registers.png
Other sequential cells in the stronger grey, the rest of the logic in the fainter grey.
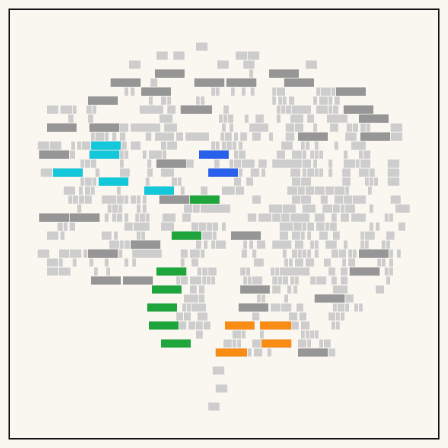
pins.png
Pins as bars across the die edge, other pins in grey.
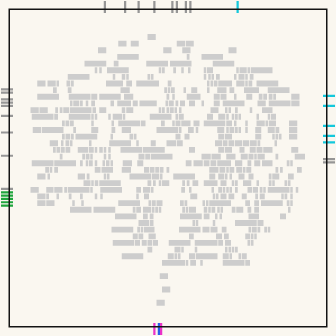
metal_stack.png
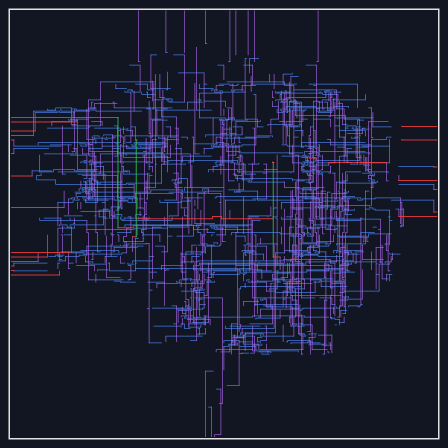
gate_families.png
Bar = 50 µm.
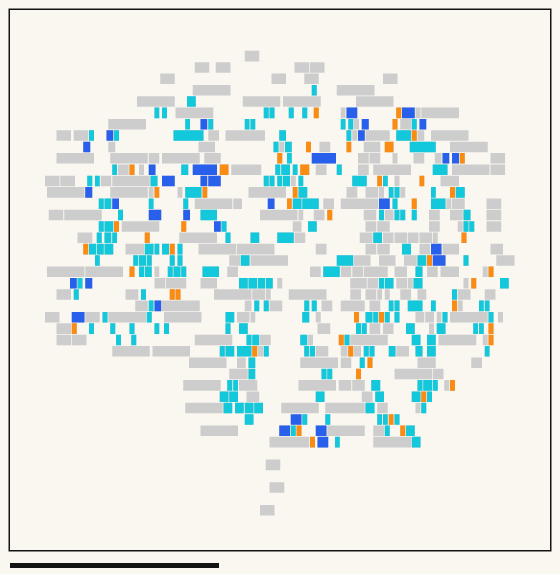
[src/rtl/btc_dec_iter_ctrl_pkg.sv]
// Shared types and helpers for the BTC decoder iteration scheduler.
package btc_dec_iter_ctrl_pkg;

  localparam int cITER_W = 5;
  localparam int cIDX_W  = 6;

  typedef logic [cITER_W-1:0] iter_t;
  typedef logic [cIDX_W-1:0]  cw_idx_t;

  // Square product-code sizes supported by the decoder.
  typedef enum logic [1:0] {
    BTC_MODE_8x8,
    BTC_MODE_16x16,
    BTC_MODE_32x32,
    BTC_MODE_64x64
  } btc_code_mode_t;

  typedef enum logic [1:0] {
    ST_IDLE,
    ST_ISSUE,
    ST_DRAIN,
    ST_DONE
  } iter_state_t;

  // Codeword length (bits per row/column) for a given code mode.
  function automatic int unsigned get_code_bits(input btc_code_mode_t mode);
    int unsigned bits;
    case (mode)
      BTC_MODE_8x8:   bits = 8;
      BTC_MODE_16x16: bits = 16;
      BTC_MODE_32x32: bits = 32;
      BTC_MODE_64x64: bits = 64;
      default:        bits = 8;
    endcase
    return bits;
  endfunction

endpackage

[src/rtl/btc_dec_pass_cnt.sv]
// Per-pass bookkeeping: issue counter, completion counter and parity-fail
// accumulator. Counters are one bit wider than the index so that a full
// pass (count == N) is representable.
module btc_dec_pass_cnt
  import btc_dec_iter_ctrl_pkg::*;
#(
  parameter int pIDX_W = cIDX_W
)
(
  input  logic              iclk,
  input  logic              ireset_n,
  input  logic              iclkena,
  input  logic              iclear,
  input  logic [pIDX_W:0]   ilen,
  input  logic              iissue,
  input  logic              icmpl,
  input  logic              ifail,
  output logic [pIDX_W-1:0] oissue_idx,
  output logic              oissue_last,
  output logic              ocmpl_last,
  output logic              ofail_any
);

  logic [pIDX_W:0] issue_cnt;
  logic [pIDX_W:0] cmpl_cnt;
  logic [pIDX_W:0] fail_cnt;
  logic            cmpl_take;

  // Completions past the end of the pass are dropped.
  assign cmpl_take = icmpl & (cmpl_cnt != ilen);

  // Count issued codewords, completed codewords and failing codewords.
  always_ff @(posedge iclk or negedge ireset_n) begin
    if (!ireset_n) begin
      issue_cnt <= '0;
      cmpl_cnt  <= '0;
      fail_cnt  <= '0;
    end else if (iclkena) begin
      if (iclear) begin
        issue_cnt <= '0;
        cmpl_cnt  <= '0;
        fail_cnt  <= '0;
      end else begin
        if (iissue) begin
          issue_cnt <= issue_cnt + 1'b1;
        end
        if (cmpl_take) begin
          cmpl_cnt <= cmpl_cnt + 1'b1;
          fail_cnt <= fail_cnt + {{pIDX_W{1'b0}}, ifail};
        end
      end
    end
  end

  assign oissue_idx  = issue_cnt[pIDX_W-1:0];
  assign oissue_last = (issue_cnt == ilen - 1'b1);
  // The N-th completion may arrive in the very cycle the pass is checked.
  assign ocmpl_last  = (cmpl_cnt == ilen) | (cmpl_take & (cmpl_cnt == ilen - 1'b1));
  assign ofail_any   = (fail_cnt != '0) | (cmpl_take & ifail);

endmodule

[src/rtl/btc_dec_iter_ctrl.sv]
// Iteration scheduler for the BTC soft decoder: alternates row and column
// half-iterations, issues codeword requests, flips the Lapri ping-pong
// buffer each pass and stops at the iteration limit or on a clean iteration.
module btc_dec_iter_ctrl
  import btc_dec_iter_ctrl_pkg::*;
#(
  parameter int pITER_W = cITER_W,
  parameter int pIDX_W  = cIDX_W
)
(
  input  logic               iclk,
  input  logic               ireset_n,
  input  logic               iclkena,
  input  btc_code_mode_t     imode,
  input  logic [pITER_W-1:0] iNiter,
  input  logic               iearly_ena,
  input  logic               istart,
  output logic               oready,
  output logic               ocw_req,
  input  logic               icw_ack,
  output logic               ocw_dir,
  output logic [pIDX_W-1:0]  ocw_idx,
  output logic               oLapri_ptr,
  input  logic               idec_val,
  input  logic               idec_eop,
  input  logic               idec_decfail,
  output logic               odone,
  output logic [pITER_W-1:0] oiter,
  output logic               odecfail
);

  typedef logic [pIDX_W:0] cnt_t;

  iter_state_t        state;
  iter_state_t        state_nxt;
  cnt_t               n_len;
  logic [pITER_W-1:0] lim;
  logic [pITER_W-1:0] iter;
  logic [pITER_W-1:0] iter_inc;
  logic               early_ena;
  logic               row_fail;
  logic               ack;
  logic               cmpl;
  logic               start_go;
  logic               pass_end;
  logic               last_pass;
  logic               cnt_clear;
  logic               issue_last;
  logic               cmpl_last;
  logic               fail_any;

  // ocw_req is only high in ISSUE, so it qualifies the ack on its own.
  assign ack       = icw_ack & ocw_req;
  assign cmpl      = idec_val & idec_eop & (state != ST_IDLE);
  assign start_go  = (state == ST_IDLE) & istart;
  assign pass_end  = (state == ST_DRAIN) & cmpl_last;
  assign iter_inc  = iter + 1'b1;
  assign last_pass = ocw_dir & ((iter_inc == lim) | (early_ena & ~row_fail & ~fail_any));
  assign cnt_clear = start_go | pass_end;

  btc_dec_pass_cnt #(
    .pIDX_W (pIDX_W)
  ) u_pass_cnt (
    .iclk        (iclk),
    .ireset_n    (ireset_n),
    .iclkena     (iclkena),
    .iclear      (cnt_clear),
    .ilen        (n_len),
    .iissue      (ack),
    .icmpl       (cmpl),
    .ifail       (idec_decfail),
    .oissue_idx  (ocw_idx),
    .oissue_last (issue_last),
    .ocmpl_last  (cmpl_last),
    .ofail_any   (fail_any)
  );

  // Next-state decision for the pass sequencer.
  always_comb begin
    state_nxt = state;
    case (state)
      ST_IDLE:  if (istart)             state_nxt = ST_ISSUE;
      ST_ISSUE: if (ack && issue_last)  state_nxt = ST_DRAIN;
      ST_DRAIN: if (cmpl_last)          state_nxt = last_pass ? ST_DONE : ST_ISSUE;
      ST_DONE:                          state_nxt = ST_IDLE;
      default:                          state_nxt = ST_IDLE;
    endcase
  end

  // State register; handshake outputs are registered from the next state.
  always_ff @(posedge iclk or negedge ireset_n) begin
    if (!ireset_n) begin
      state   <= ST_IDLE;
      oready  <= 1'b1;
      ocw_req <= 1'b0;
      odone   <= 1'b0;
    end else if (iclkena) begin
      state   <= state_nxt;
      oready  <= (state_nxt == ST_IDLE);
      ocw_req <= (state_nxt == ST_ISSUE);
      odone   <= (state_nxt == ST_DONE);
    end
  end

  // Decode context: latched settings, pass direction, buffer pointer and results.
  always_ff @(posedge iclk or negedge ireset_n) begin
    if (!ireset_n) begin
      n_len      <= '0;
      lim        <= '0;
      early_ena  <= 1'b0;
      iter       <= '0;
      row_fail   <= 1'b0;
      ocw_dir    <= 1'b0;
      oLapri_ptr <= 1'b0;
      oiter      <= '0;
      odecfail   <= 1'b0;
    end else if (iclkena) begin
      if (start_go) begin
        n_len      <= cnt_t'(get_code_bits(imode));
        lim        <= (iNiter == '0) ? {{(pITER_W-1){1'b0}}, 1'b1} : iNiter;
        early_ena  <= iearly_ena;
        iter       <= '0;
        row_fail   <= 1'b0;
        ocw_dir    <= 1'b0;
        oLapri_ptr <= 1'b0;
        oiter      <= '0;
        odecfail   <= 1'b0;
      end else if (pass_end) begin
        oLapri_ptr <= ~oLapri_ptr;
        if (!ocw_dir) begin
          row_fail <= fail_any;
          ocw_dir  <= 1'b1;
        end else begin
          iter    <= iter_inc;
          ocw_dir <= 1'b0;
          if (last_pass) begin
            oiter    <= iter_inc;
            odecfail <= fail_any;
          end
        end
      end
    end
  end

endmodule

[config.mk]
export PLATFORM = sky130hd
export DESIGN_NAME = btc_dec_iter_ctrl
export DESIGN_NICKNAME = d
export VERILOG_FILES = /design/src/rtl/btc_dec_iter_ctrl_pkg.sv /design/src/rtl/btc_dec_pass_cnt.sv /design/src/rtl/btc_dec_iter_ctrl.sv
export SDC_FILE = /design/constraint.sdc
export NUM_CORES = 1
export LEC_CHECK = 0
export ABC_AREA = 1
export CAP_MARGIN = 15
export CORE_MARGIN = 8
export CORE_UTILIZATION = 25
export DETAILED_ROUTE_END_ITERATION = 16
export PLACE_DENSITY = 0.46
export SETUP_SLACK_MARGIN = 0.1
export SYNTH_ARGS = -nofsm -noshare
export SYNTH_HDL_FRONTEND = slang
export SYNTH_HIERARCHICAL = 1
export SYNTH_SLANG_ARGS = --single-unit
[constraint.sdc]
create_clock -name iclk -period 2.3 [get_ports iclk]
set_input_delay 0.345 -clock iclk [delete_from_list [all_inputs] [get_ports iclk]]
set_output_delay 0.345 -clock iclk [all_outputs]
set_load 0.01 [all_outputs]
==> qor.yml <==
run_status: "finished clean"
timing.clock.skew_ns: 0.00718
cellInternalPower_mw: 2.31
finalPower_mw: 3.75
dr_wl_met2_um: 3890
report.final.slew_viol_count: 0
period_used_share: 0.974
final_cell_mix: "120 x sky130_fd_sc_hd__nand2_1, 47 x sky130_fd_sc_hd__dfrtp_1, 41 x sky130_fd_sc_hd__buf_4, 40 x sky130_fd_sc_hd__inv_1, 29 x sky130_fd_sc_hd__clkdlybuf4s50_1"
synth_sequential_area_ratio: 0.390
cts_tree: "built"
clockBufferDepth: 2
design.die.area_mm2: 0.0167
netlist_area_mm2: 0.00321
first_global_vias: 2909
detailedPlacementHpwl_um: 6230
timing.rr.start: "n_len[3]$_DFFE_PN0P_"
floorplan.initialDensity: 0.256
drc: 0
placed_cells_incl_taps: 657
most_used_standard_cells_in_the_synthesized_netlist: "131 x sky130_fd_sc_hd__nand2_1, 49 x sky130_fd_sc_hd__dfrtp_1, 44 x sky130_fd_sc_hd__inv_1"
ant_nets: 0
kind_of_critical_path: "reg2reg"
critPathMaxFanout: 4
clock_net_power_uw: 793
postCtsSetupRepairBufs: 8
fillers: 1336
clock_tree.root_cell: "sky130_fd_sc_hd__clkbuf_16"
placement.cell_area_mm2: 0.00390
grt_antenna_before_repair: 0
fmax_mhz: 447
antenna_cells_inserted: 0
edf_count: 0
crit_slowest_cell: "sky130_fd_sc_hd__dfrtp_2"
final-setup-viol-count: 0
synthMostInstantiatedCell: "sky130_fd_sc_hd__nand2_1"
warnings: 27
gr-max-usage-layer: "met2"
detailedRoute.firstIterationViolations: 96
timing.critical_path.arrival_ns: 2.45
comb-power_mw: 1.64
worst_ep_required_time_ns: 2.51
synth-warning-count: 6
layout.area.seq_mm2: 0.00125
layout_setup_ws_ns: 0.0608
timing.critical_path.cells: "inv_2 > nand2_1 > nand2_1 > buf_4 > xor2_1 > nor2_1 > nand4_1 > nand2_2 > nand2_2 > nand2_4 > o21ai_4 > buf_6 > inv_4 > nand3_4 > inv_2 > buf_4 > nor3_1"
path_clk_slew_ns: 0.07
peakVddDrop_mv: 0.484
clock-sinks: 50
power_sequential_mw: 1.32
r2r_cells: 17
placementRows: 41
synthDominantAreaCellType: "sky130_fd_sc_hd__dfrtp_1"
grt_start_max_net_pins: 22
htree_num_levels: 2
yosys-top-cells-area: "sky130_fd_sc_hd__dfrtp_1 38%, sky130_fd_sc_hd__nand2_1 15%, sky130_fd_sc_hd__xor2_1 5.2%, sky130_fd_sc_hd__inv_1 5.1%, sky130_fd_sc_hd__nand3_1 5.0%"
met2_usage: 0.171
## Picture notes: registers.png
Key: green = u_pass_cnt/fail_cnt [placed flops 7]; blue = state [placed flops 2]; cyan = iter [placed flops 5]; orange = n_len [placed flops 4, where bottom middle]
Another 32 sequential cells are not coloured.
Final Core Density: 0.347
share of the final layout cell area in sequential cells: 0.288

## Picture notes: pins.png
Key: magenta = imode [pins 2, direction input, edge bottom]; blue = idec_decfail [pins 1, direction input, edge bottom]; green = iNiter [pins 5, direction input, edge left]; cyan = ocw_idx [pins 6, direction output, edge 5 right, 1 top]
All pins by edge: 14 left, 9 top, 7 right, 3 bottom.
width of the die: 129 µm
number of port buffers: 32

## Picture notes: metal_stack.png
Key: purple = met2 [wire length 3890 µm]; green = met4 [wire length 91.1 µm]; red = met3 [wire length 289 µm]; blue = met1 [wire length 3990 µm]
global-route usage over all layers: 0.102
vias after detailed routing: 2938
detailed-route wire length per cell: 12.1 µm
final routed wirelength across all metal layers: 8250 µm

## Picture notes: gate_families.png
Key: blue = inverting AOI/OAI gates [cells 33, most used o21ai_1]; orange = inverters [cells 50, most used inv_1]; cyan = NAND gates [cells 202, most used nand2_1]
logic share of the area: 0.426
fin cells: 681
commonest non-fill, non-tap cell in the layout: sky130_fd_sc_hd__nand2_1

cells by family (layout without fill, tap and decap cells):
family / count (synthesis) / in the layout / synth area share
and+or+nand+nor: 248 / 248 / 0.358
xor gates and xnor gates: 24 / 24 / 0.0678
buffers and inverters: 64 / 136 / 0.0931
other: 1 / 9 / 0.00117
adders and majority gates: 6 / 6 / 0.0234
AOI/OAI and AO/OA: 35 / 36 / 0.0670
DFF: 50 / 50 / 0.390
final cells by class:
class | instances | area share
inverters | 50 | 0.0448
multi-input cells | 323 | 0.426
well taps | 172 | 0.0494
clock buffers | 6 | 0.0319
clock inverters | 2 | 0.00373
flip-flops and latches | 50 | 0.288
repair buffers | 78 | 0.156
